===== src/rtl/memory_access_unit.sv =====
// Load/store initiator between the CPU datapath and a byte-addressed 64-bit RAM.
// Partial stores read the surrounding doubleword first, because the RAM always writes 8 bytes.
module memory_access_unit (
    input  logic        clock,
    input  logic        reset,
    input  logic        req_valid,
    output logic        req_ready,
    input  logic        req_write,
    input  logic [1:0]  req_size,
    input  logic        req_signed,
    input  logic [63:0] req_addr,
    input  logic [63:0] req_wdata,
    output logic        resp_valid,
    output logic [63:0] resp_rdata,
    output logic [63:0] memory_address,
    output logic [63:0] write_data,
    output logic        memory_write,
    output logic        memory_read,
    input  logic [63:0] read_data
);

    typedef enum logic [1:0] {IDLE, READ, WRITE, RESP} state_t;

    state_t      state;
    logic [63:0] addr_q;
    logic [63:0] wdata_q;
    logic [63:0] rdata_q;
    logic [1:0]  size_q;
    logic        signed_q;
    logic        write_q;

    logic [63:0] keep_mask;
    logic        sign_bit;
    logic [63:0] load_value;

    // keep_mask selects the low 2^size_q bytes that belong to the request.
    // NOTE: every always_comb output gets a default before any branch, so no latch can form.
    always_comb begin
        keep_mask = 64'hFFFF_FFFF_FFFF_FFFF;
        sign_bit  = 1'b0;
        case (size_q)
            2'd0: begin keep_mask = 64'h0000_0000_0000_00FF; sign_bit = read_data[7];  end
            2'd1: begin keep_mask = 64'h0000_0000_0000_FFFF; sign_bit = read_data[15]; end
            2'd2: begin keep_mask = 64'h0000_0000_FFFF_FFFF; sign_bit = read_data[31]; end
            default: ;
        endcase
        load_value = read_data & keep_mask;
        if (signed_q && sign_bit) begin
            load_value = load_value | ~keep_mask;
        end
    end

    // NOTE: sequential state uses non-blocking assignments only; blocking here would race readers.
    always_ff @(posedge clock or posedge reset) begin
        if (reset) begin
            state    <= IDLE;
            addr_q   <= '0;
            wdata_q  <= '0;
            rdata_q  <= '0;
            size_q   <= '0;
            signed_q <= 1'b0;
            write_q  <= 1'b0;
        end else begin
            case (state)
                IDLE: begin
                    if (req_valid) begin
                        addr_q   <= req_addr;
                        wdata_q  <= req_wdata;
                        size_q   <= req_size;
                        signed_q <= req_signed;
                        write_q  <= req_write;
                        state    <= (req_write && req_size == 2'd3) ? WRITE : READ;
                    end
                end
                READ: begin
                    if (write_q) begin
                        wdata_q <= (read_data & ~keep_mask) | (wdata_q & keep_mask);
                        state   <= WRITE;
                    end else begin
                        rdata_q <= load_value;
                        state   <= RESP;
                    end
                end
                WRITE:   state <= RESP;
                default: state <= IDLE;
            endcase
        end
    end

    // Strobes decode straight from the state register so an async reset drops them at once.
    assign req_ready      = (state == IDLE);
    assign memory_read    = (state == READ);
    assign memory_write   = (state == WRITE);
    assign resp_valid     = (state == RESP);
    assign resp_rdata     = (resp_valid && !write_q) ? rdata_q : 64'd0;
    assign memory_address = addr_q;
    assign write_data     = wdata_q;

endmodule


===== config.mk =====
export PLATFORM = sky130hd
export DESIGN_NAME = memory_access_unit
export DESIGN_NICKNAME = d
export VERILOG_FILES = /design/src/rtl/memory_access_unit.sv
export SDC_FILE = /design/constraint.sdc
export NUM_CORES = 1
export LEC_CHECK = 0
export CORE_MARGIN = 3
export CORE_UTILIZATION = 25
export DETAILED_ROUTE_END_ITERATION = 7
export SYNTH_ARGS = -nofsm -noshare
export SYNTH_HDL_FRONTEND = slang
export SYNTH_SLANG_ARGS = --single-unit

===== constraint.sdc =====
create_clock -name clock -period 16.4 [get_ports clock]
set_clock_uncertainty 0.2 [all_clocks]
set_input_delay 4.1 -clock clock [delete_from_list [all_inputs] [get_ports clock]]
set_output_delay 4.1 -clock clock [all_outputs]
set_load 0.01 [all_outputs]

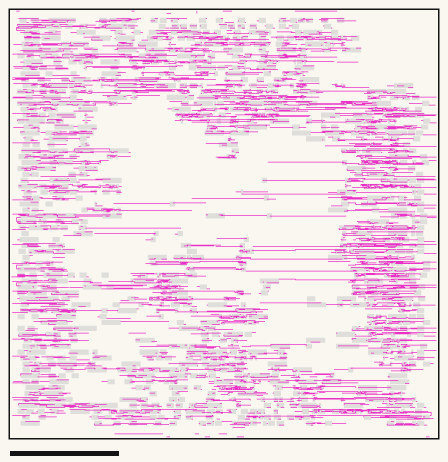
(met1 routing)
Bar = 50 um.
- share of all routed wire: 42%
- wire length on this layer: 12900 um
- main direction: horizontal
vias: 7308
met1 usage: 0.192
DRT Wirelength: 30600 um

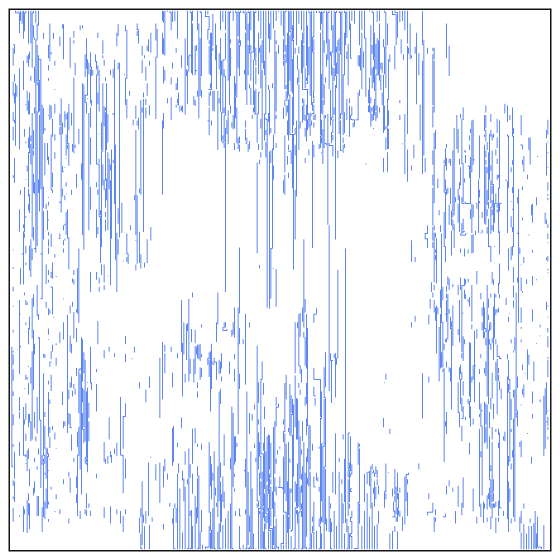
(met2 routing)
- longest straight run: 99.6 um
- wire length on this layer: 14900 um
- main direction: vertical
- nets with wire on the layer: 1167
global routing met2 resource utilization: 0.266

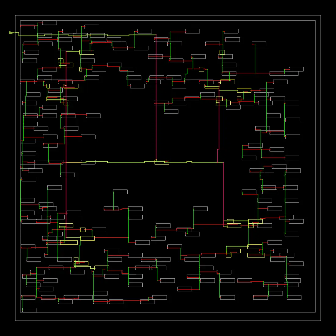
(clock nets)
TritonCTS Buffers: 17
clk_buf instances: 18

==> qor.txt <==
Detail Placement HPWL -> 21700 um
IO buf count -> 394
RSZ-0062 raised after global routing -> no
Largest area contributor in the netlist -> dfrtp_1
Worst-case clock buffer depth -> 2
Worst path bufs/invs -> 2
Worst Hold Depth -> 1
CP Depth -> 5
Worst-Skew Late Latency -> 440 ps
Crit share post-route -> 0.425
H-Tree Depth -> 4
Layout net count -> 1344
FF-to-FF Start -> state[1]
Top cells excl fill/tap -> clkdlybuf4s50_1, dfrtp_1, mux2_2
WL/cell -> 19.0 um
Min-Delay Path Class -> flip-flop to flip-flop
Post-CTS Resized -> 0
CTS sink count -> 198
Slew Limit Fails -> 0
Critical Path End -> resp_rdata[31]
Fmax -> 143 MHz
Setup_tns -> 0 ps
Leak -> 5.58 nW
Hold buffer count at cts -> 0
Final Wtd Congestion -> 0.732
Critical path peak fanout -> 42
Crit-path cells -> ha_1, nor2b_4, buf_4, and2_1, clkdlybuf4s50_1
First-pass DRT Iterations -> 4
N_diodes -> 0
Post-Syn Area -> 9080 sq um
Final setup vio count -> 0
Status -> completed
FP Util -> 0.255
R2r setup slk -> 12850 ps
Initial antenna violation count -> 0
Share of cells above drive strength 1 -> 0.167
Die height -> 197 um
Antenna Nets Post-Route -> 0
Avg Vias per Cell -> 4.53
GRT Residual Overflow -> 0
Tool warnings -> 30
Worst Setup Start Kind -> flip-flop
Core ar. -> 35700 sq um
GRT Util Overall -> 0.157
Minimum clock period after layout -> 6980 ps
Post-synth ARST share -> 1.00
Final hold vios -> 0
Layout Utilization -> 0.393
Initial DRC count -> 189
Synth flops -> 198
Total of max-cap violations -> 0
Die W -> 197 um
Rel. slew slack -> 0.346
Worst r2r path cells -> 5
Max-area cell share -> 0.546
Setup crit start -> state[0]
CP endpoint kind -> primary output
I/O pin count -> 395
CP max stage delay -> 530 ps
Remaining DRCs -> 0
Synthesis area per yosys -> 9080 sq um
Yosys warnings -> 0
Post-synth EDFFs -> 0
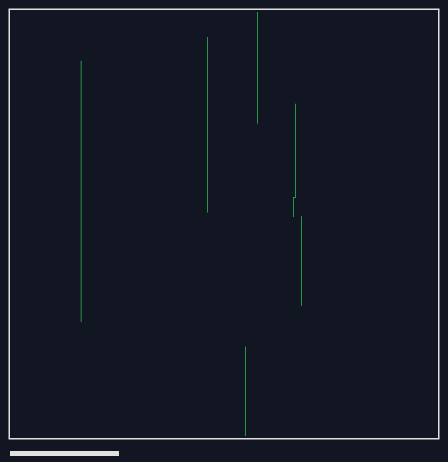
(M4 wires)
Bar = 50 um.
- nets with wire on the layer: 4
- longest straight run: 120 um
- share of all routed wire: 1.3%
- wire length on this layer: 385 um

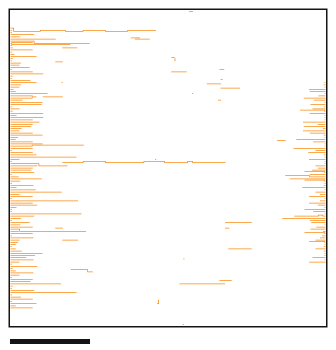
(the metal 3 layer)
Bar = 50 um.
- share of all routed wire: 7.9%
- wire length on this layer: 2410 um
- longest straight run: 43.9 um
- main direction: horizontal
routing usage on met3: 0.0557

-- kinds of logic after synthesis --
kind of cell               after synthesis  synth area share
adders and majority gates                5           0.00689
AOI/OAI and AO/OA                      120             0.105
and+or+nand+nor                        219             0.114
buffers and inverters                   83            0.0420
muxes                                  151             0.187
DFF                                    198             0.546
-- layout make-up --
class / instances / area, sq um / share of cell area
flip-flops and latches: 198 / 4950 / 0.353
inverters: 20 / 82.6 / 0.00589
clock inverters: 14 / 164 / 0.0117
well taps: 461 / 577 / 0.0411
repair buffers: 408 / 4050 / 0.289
multi-input cells: 495 / 3760 / 0.268
clock buffers: 18 / 429 / 0.0306
-- metal layers --
metal / share of wire / track usage / vias up / wire [um]
li1: - / - / 3427 / -
met4: 0.013 / 0.0422 / 0 / 385
met2: 0.49 / 0.266 / 253 / 14900
met5: 0 / 0 / - / 0
met3: 0.079 / 0.0557 / 21 / 2410
met1: 0.42 / 0.192 / 3607 / 12900
-- worst register-to-register path: cells and delay by family, from the launching register on --
family | cells | cell delay [ps]
flip-flops | 1 | 420
multiplexers | 1 | 440
buffers and inverters | 2 | 900
adder cells (fa/ha/maj) | 1 | 570
AND/OR/NAND/NOR | 1 | 910
-- metrics by stage --
step	worst slack (ps)	std cells
2_1_floorplan	6700	776
3_3_place_gp	9910	1582
3_5_place_dp	9790	1582
4_1_cts	9280	1614
5_1_grt	9140	1614
6_report	9420	1614
-- where the power goes --
part | internal, mW | leakage, nW | switching (mW)
clock network | 0.230 | 0.286 | 0.209
registers | 0.746 | 2.32 | 0.143
logic | 0.731 | 2.97 | 0.607
total | 1.71 | 5.58 | 0.959
-- cell usage after synthesis, drive strengths merged (19+ instances only) --
master and n:
dfrtp 198, nand2 81, nor2 58, inv 20, and2 65, a21oi 19, mux2 135, clkbuf 26
a41oi 32, buf 37, o2bb2ai 32
Power figures rest on the tool's default switching activity, not on a simulated workload.
